$ cat src/rtl/muldiv_unit_if.sv
// Request/write-back bundle between the issue logic, muldiv_unit and the register file.
// Ports: start/op/operand_a/operand_b/dest_reg flow toward the unit (master drives);
//        busy/done/reg_write/write_register/write_data flow back (slave drives).
interface muldiv_unit_if #(
   parameter int size = 32
);
   logic            start;
   logic [1:0]      op;
   logic [size-1:0] operand_a;
   logic [size-1:0] operand_b;
   logic [4:0]      dest_reg;
   logic            busy;
   logic            done;
   logic            reg_write;
   logic [4:0]      write_register;
   logic [size-1:0] write_data;

   modport master (
      output start, op, operand_a, operand_b, dest_reg,
      input  busy, done, reg_write, write_register, write_data
   );

   modport slave (
      input  start, op, operand_a, operand_b, dest_reg,
      output busy, done, reg_write, write_register, write_data
   );
endinterface

$ cat src/rtl/muldiv_unit.sv
// Iterative unsigned MUL/MULH/DIV/REM unit feeding the register file write port.
// Latency: fixed size+1 cycles from acceptance; reg_write/done pulse for one cycle.
// Backpressure: none queued; start is sampled only in IDLE and ignored while busy.
// Ports: clk, rst (async, active-high), bus (muldiv_unit_if slave: request in, write-back out).
module muldiv_unit #(
   parameter int size  = 32,
   parameter int cnt_w = 6
) (
   input  logic         clk,
   input  logic         rst,
   muldiv_unit_if.slave bus
);
   typedef enum logic [1:0] {IDLE, RUN, WB} state_t;

   state_t          state;
   logic [cnt_w-1:0] cnt;
   logic [1:0]      op_q;
   logic [4:0]      dest_q;
   // m_q is the multiplicand or divisor. hi_q/lo_q form the double-width
   // working register: {product upper, multiplier} or {remainder, dividend/quotient}.
   logic [size-1:0] m_q;
   logic [size-1:0] hi_q;
   logic [size-1:0] lo_q;

   logic            busy_q;
   logic            done_q;
   logic            reg_write_q;
   logic [4:0]      write_register_q;
   logic [size-1:0] write_data_q;

   logic [size-1:0] hi_n;
   logic [size-1:0] lo_n;
   logic [size:0]   mul_sum;
   logic [size:0]   div_trial;
   logic [size:0]   div_diff;

   // One iteration of either algorithm, selected by op_q[1].
   always_comb begin
      mul_sum   = {1'b0, hi_q} + (lo_q[0] ? {1'b0, m_q} : '0);
      div_trial = {hi_q, lo_q[size-1]};
      div_diff  = div_trial - {1'b0, m_q};
      hi_n      = hi_q;
      lo_n      = lo_q;
      if (!op_q[1]) begin
         // Shift-add: carry lands in the top bit, consumed multiplier bit falls out.
         hi_n = mul_sum[size:1];
         lo_n = {mul_sum[0], lo_q[size-1:1]};
      end else if (!div_diff[size]) begin
         hi_n = div_diff[size-1:0];
         lo_n = {lo_q[size-2:0], 1'b1};
      end else begin
         // Restore: keep the shifted remainder, quotient bit is 0.
         hi_n = div_trial[size-1:0];
         lo_n = {lo_q[size-2:0], 1'b0};
      end
   end

   always_ff @(posedge clk or posedge rst) begin
      if (rst) begin
         state            <= IDLE;
         cnt              <= '0;
         op_q             <= '0;
         dest_q           <= '0;
         m_q              <= '0;
         hi_q             <= '0;
         lo_q             <= '0;
         busy_q           <= 1'b0;
         done_q           <= 1'b0;
         reg_write_q      <= 1'b0;
         write_register_q <= '0;
         write_data_q     <= '0;
      end else begin
         case (state)
            IDLE: begin
               if (bus.start) begin
                  op_q   <= bus.op;
                  dest_q <= bus.dest_reg;
                  m_q    <= bus.op[1] ? bus.operand_b : bus.operand_a;
                  lo_q   <= bus.op[1] ? bus.operand_a : bus.operand_b;
                  hi_q   <= '0;
                  cnt    <= '0;
                  busy_q <= 1'b1;
                  state  <= RUN;
               end
            end
            RUN: begin
               hi_q <= hi_n;
               lo_q <= lo_n;
               cnt  <= cnt + 1'b1;
               if (cnt == cnt_w'(size - 1)) begin
                  // Low half holds MUL/DIV results, high half MULH/REM.
                  state            <= WB;
                  reg_write_q      <= 1'b1;
                  done_q           <= 1'b1;
                  write_register_q <= dest_q;
                  write_data_q     <= op_q[0] ? hi_n : lo_n;
               end
            end
            WB: begin
               state       <= IDLE;
               busy_q      <= 1'b0;
               reg_write_q <= 1'b0;
               done_q      <= 1'b0;
            end
            default: state <= IDLE;
         endcase
      end
   end

   assign bus.busy           = busy_q;
   assign bus.done           = done_q;
   assign bus.reg_write      = reg_write_q;
   assign bus.write_register = write_register_q;
   assign bus.write_data     = write_data_q;
endmodule

$ cat src/flat_wrapper.sv
// flat-port wrapper written by rule: the top's interface ports become plain ports
module muldiv_unit_flat 
#(
   parameter int size  = 32,
   parameter int cnt_w = 6
)
  (clk, rst, bus_start, bus_op, bus_operand_a, bus_operand_b, bus_dest_reg, bus_busy, bus_done, bus_reg_write, bus_write_register, bus_write_data);
  muldiv_unit_if #(.size(size)) bus_i ();
  input  logic clk;
  input  logic rst;
  input wire logic [$bits(bus_i.start)-1:0] bus_start;
  input wire logic [$bits(bus_i.op)-1:0] bus_op;
  input wire logic [$bits(bus_i.operand_a)-1:0] bus_operand_a;
  input wire logic [$bits(bus_i.operand_b)-1:0] bus_operand_b;
  input wire logic [$bits(bus_i.dest_reg)-1:0] bus_dest_reg;
  output wire logic [$bits(bus_i.busy)-1:0] bus_busy;
  output wire logic [$bits(bus_i.done)-1:0] bus_done;
  output wire logic [$bits(bus_i.reg_write)-1:0] bus_reg_write;
  output wire logic [$bits(bus_i.write_register)-1:0] bus_write_register;
  output wire logic [$bits(bus_i.write_data)-1:0] bus_write_data;
  assign bus_i.start = bus_start;
  assign bus_i.op = bus_op;
  assign bus_i.operand_a = bus_operand_a;
  assign bus_i.operand_b = bus_operand_b;
  assign bus_i.dest_reg = bus_dest_reg;
  assign bus_busy = bus_i.busy;
  assign bus_done = bus_i.done;
  assign bus_reg_write = bus_i.reg_write;
  assign bus_write_register = bus_i.write_register;
  assign bus_write_data = bus_i.write_data;
  muldiv_unit #(.size(size), .cnt_w(cnt_w)) u_core (.clk(clk), .rst(rst), .bus(bus_i));
endmodule
$ cat config.mk
export PLATFORM = sky130hd
export DESIGN_NAME = muldiv_unit_flat
export DESIGN_NICKNAME = d
export VERILOG_FILES = /design/src/rtl/muldiv_unit_if.sv /design/src/rtl/muldiv_unit.sv /design/src/flat_wrapper.sv
export SDC_FILE = /design/constraint.sdc
export NUM_CORES = 1
export LEC_CHECK = 0
export CAP_MARGIN = 5
export CORE_MARGIN = 2
export CORE_UTILIZATION = 53
export CTS_BUF_LIST = sky130_fd_sc_hd__clkbuf_4 sky130_fd_sc_hd__clkbuf_8
export DETAILED_ROUTE_END_ITERATION = 10
export PLACE_DENSITY = 0.78
export SLEW_MARGIN = 15
export SYNTH_ARGS = -nofsm -noshare
export SYNTH_HDL_FRONTEND = slang
export SYNTH_SLANG_ARGS = --single-unit
$ cat constraint.sdc
create_clock -name clk -period 4.61 [get_ports clk]
set_clock_uncertainty 0.1 [all_clocks]
set_input_delay 0.6915 -clock clk [delete_from_list [all_inputs] [get_ports clk]]
set_output_delay 0.6915 -clock clk [all_outputs]
set_load 0.1 [all_outputs]
**Drive-strength map**

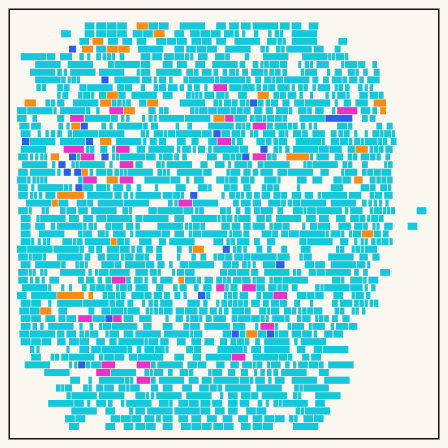
Key: magenta = x6 and larger [cells 27]; cyan = x1 and smaller [cells 1325]; orange = x2 [cells 33]; blue = x3 and x4 [cells 24]

**Placed standard cells**

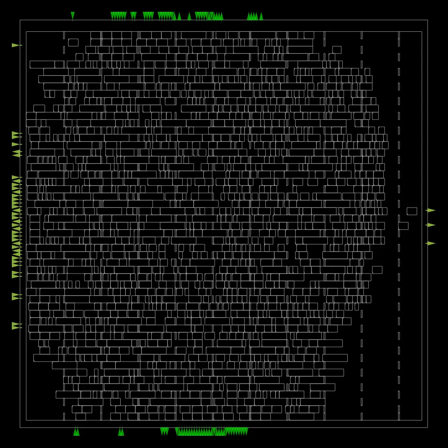
TAP cells: 275
Flops: 150
fraction of area in registers: 28.5%
CORE AREA: 21200 um^2
# rows: 53

**Ports around the boundary**

Bar = 50 um. Pins as bars across the die edge, other pins in grey.
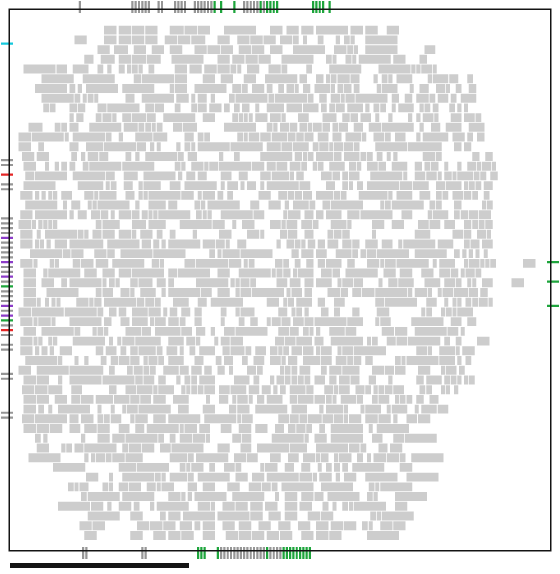
Key: green = bus_write_data [pins 32, direction output, edge 14 bottom, 13 top, 3 right, 2 left]; purple = bus_write_register [pins 5, direction output, edge left]; cyan = clk [pins 1, direction input, edge left]; red = bus_op [pins 2, direction input, edge left]
All pins by edge: 38 top, 37 left, 36 bottom, 3 right.

**Zoomed window**

Region (103, 103) to (123, 123) um. Cells in grey, sequential cells in the stronger grey; small squares are vias.
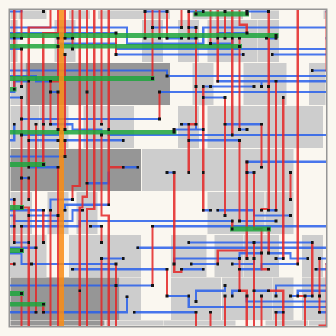
Key: green = M3; red = M2; orange = M4; blue = M1
Netlist names of flops here include u_core.hi_q (2), u_core.bus.write_data (1). Sequential cells in the window: 3. 32 logic cells have their middle in the window. Most frequent: nand2_1 (4), inv_1 (4).

==> flow_summary.toml <==
# synthesis and place-and-route metrics
[die]
pin_count = 114
die_y_um = 151
dieWidth_um = 151

[power_and_ir_drop]
p_int_w = 0.00509
p_per_area_nw_per_um2 = 833
p_clk_share_pct = 9.2
maxPowerGroup = "combinational logic"
pg_seq_w = 0.00257
powerComb_w = 0.00738
irDropWorstVdd_mv = 0.500

[final_timing]
tns_ps = 0
setup_viol = 0
hold_viol_final = 0
worst_pin_slew_ps = 1120
min_period_ps = 3970
finalClockPeriodUsage_pct = 86.2
slew_headroom_pct = 25.3
fin_hold_ws_ps = 368
max_freq_ghz = 0.252

[cells_and_area]
n_all_buffers = 130
inverters_excl_clock = 60
dominant_cells = "combinational gates"
fin_area_um2 = 13200
fin_cells = 1684
fin_util_pct = 62.2
nonClkBufAreaFrac_pct = 9.73
nFillCells = 1864
nClkBuffers = 24
syn_to_final_growth_pct = 14.7
logic_area_um2 = 7170
clock_area_share_pct = 2.89

[cts]
cts_hold_buf = 0
cts_buffer_depth = 2
cts-resized-gates = 0
cts_tree = "done"

[yosys]
netlist-cell-type-count = 68
synth-edff-count = 0
ys_sh_aoi_pct = 23.7
yosys_area_um2 = 11500
postSynthCellCount = 1331
ys_sh_mux_pct = 12.4
flop_cell = "dfrtp_1"
yosysCellCount = 1331
yosys.area_share.simple_pct = 14.7
syn_area_um2 = 11500
top_cell = "nand2_1"

[detailed_routing]
wl_um = 36200
via_per_inst = 6.42
top_layer = "met5"
drc = 0
wl_met1_um = 15400
routed-via-count = 10800
met3_length_um = 3560

[global_route]
grt_pass1_vias = 10400
grt_pass1_wl_um = 57400
use_met3_pct = 7.11

[critical_path]
cp-start-kind = "register"
cp_slowest_stage_delay_ps = 580
r2r-end = "u_core.bus.write_data[29]$_DFFE_PP0P_"
r2r_slack_ps = 640
path_cells = "and2_1 > ha_1 > fa_1 > a211oi_1 > o21ai_0 > o2111a_1 > o22a_1 > a21o_1 > a31oi_1 > xor2_1 > nor2_1 > a211oi_1 > nor3_1"

[job]
tool_warnings = 26

[run_status]
outcome = "completed"
[worst max path at each step]
| stage | to | depth (start not counted) | slack, ps | start |
|---|---|---|---|---|
| floorplan | u_core.hi_q[25]$_DFFE_PP0P_ | 14 | 1230 | u_core.lo_q[0]$_DFFE_PP0P_ |
| global placement | u_core.bus.write_data[29]$_DFFE_PP0P_ | 14 | 930 | u_core.lo_q[31]$_DFFE_PP0P_ |
| detailed placement | u_core.bus.write_data[29]$_DFFE_PP0P_ | 13 | 830 | u_core.lo_q[0]$_DFFE_PP0P_ |
| CTS | u_core.bus.write_data[29]$_DFFE_PP0P_ | 13 | 730 | u_core.lo_q[0]$_DFFE_PP0P_ |
| global route | u_core.bus.write_data[29]$_DFFE_PP0P_ | 13 | 410 | u_core.lo_q[0]$_DFFE_PP0P_ |
| finish | u_core.bus.write_data[29]$_DFFE_PP0P_ | 13 | 640 | u_core.lo_q[0]$_DFFE_PP0P_ |
[layout by cell type (no fill, tap or decap), types with 6 or more instances in the layout]
cell             instances
ha_1                    65
nor2_1                  78
a21oi_1                 90
buf_4                   16
inv_1                   59
dfrtp_1                148
nor3b_1                  6
nand3_1                 21
clkbuf_8                22
nor2b_1                 10
o211ai_1                11
and2_1                  37
mux2_2                  18
mux2i_1                119
o221ai_1                21
a211o_1                  6
a21o_1                  23
a211oi_1                14
o21ai_0                 96
nand2_1                156
o31ai_1                  9
nand4_1                 12
xnor2_1                 30
o22a_1                  13
clkdlybuf4s50_1        112
a22oi_1                 31
nand2b_1                 8
xor2_1                  24
o21a_1                  12
nor3_1                  11
o21ai_1                 11
and3_1                   9
a221o_1                 15
a31oi_1                 17
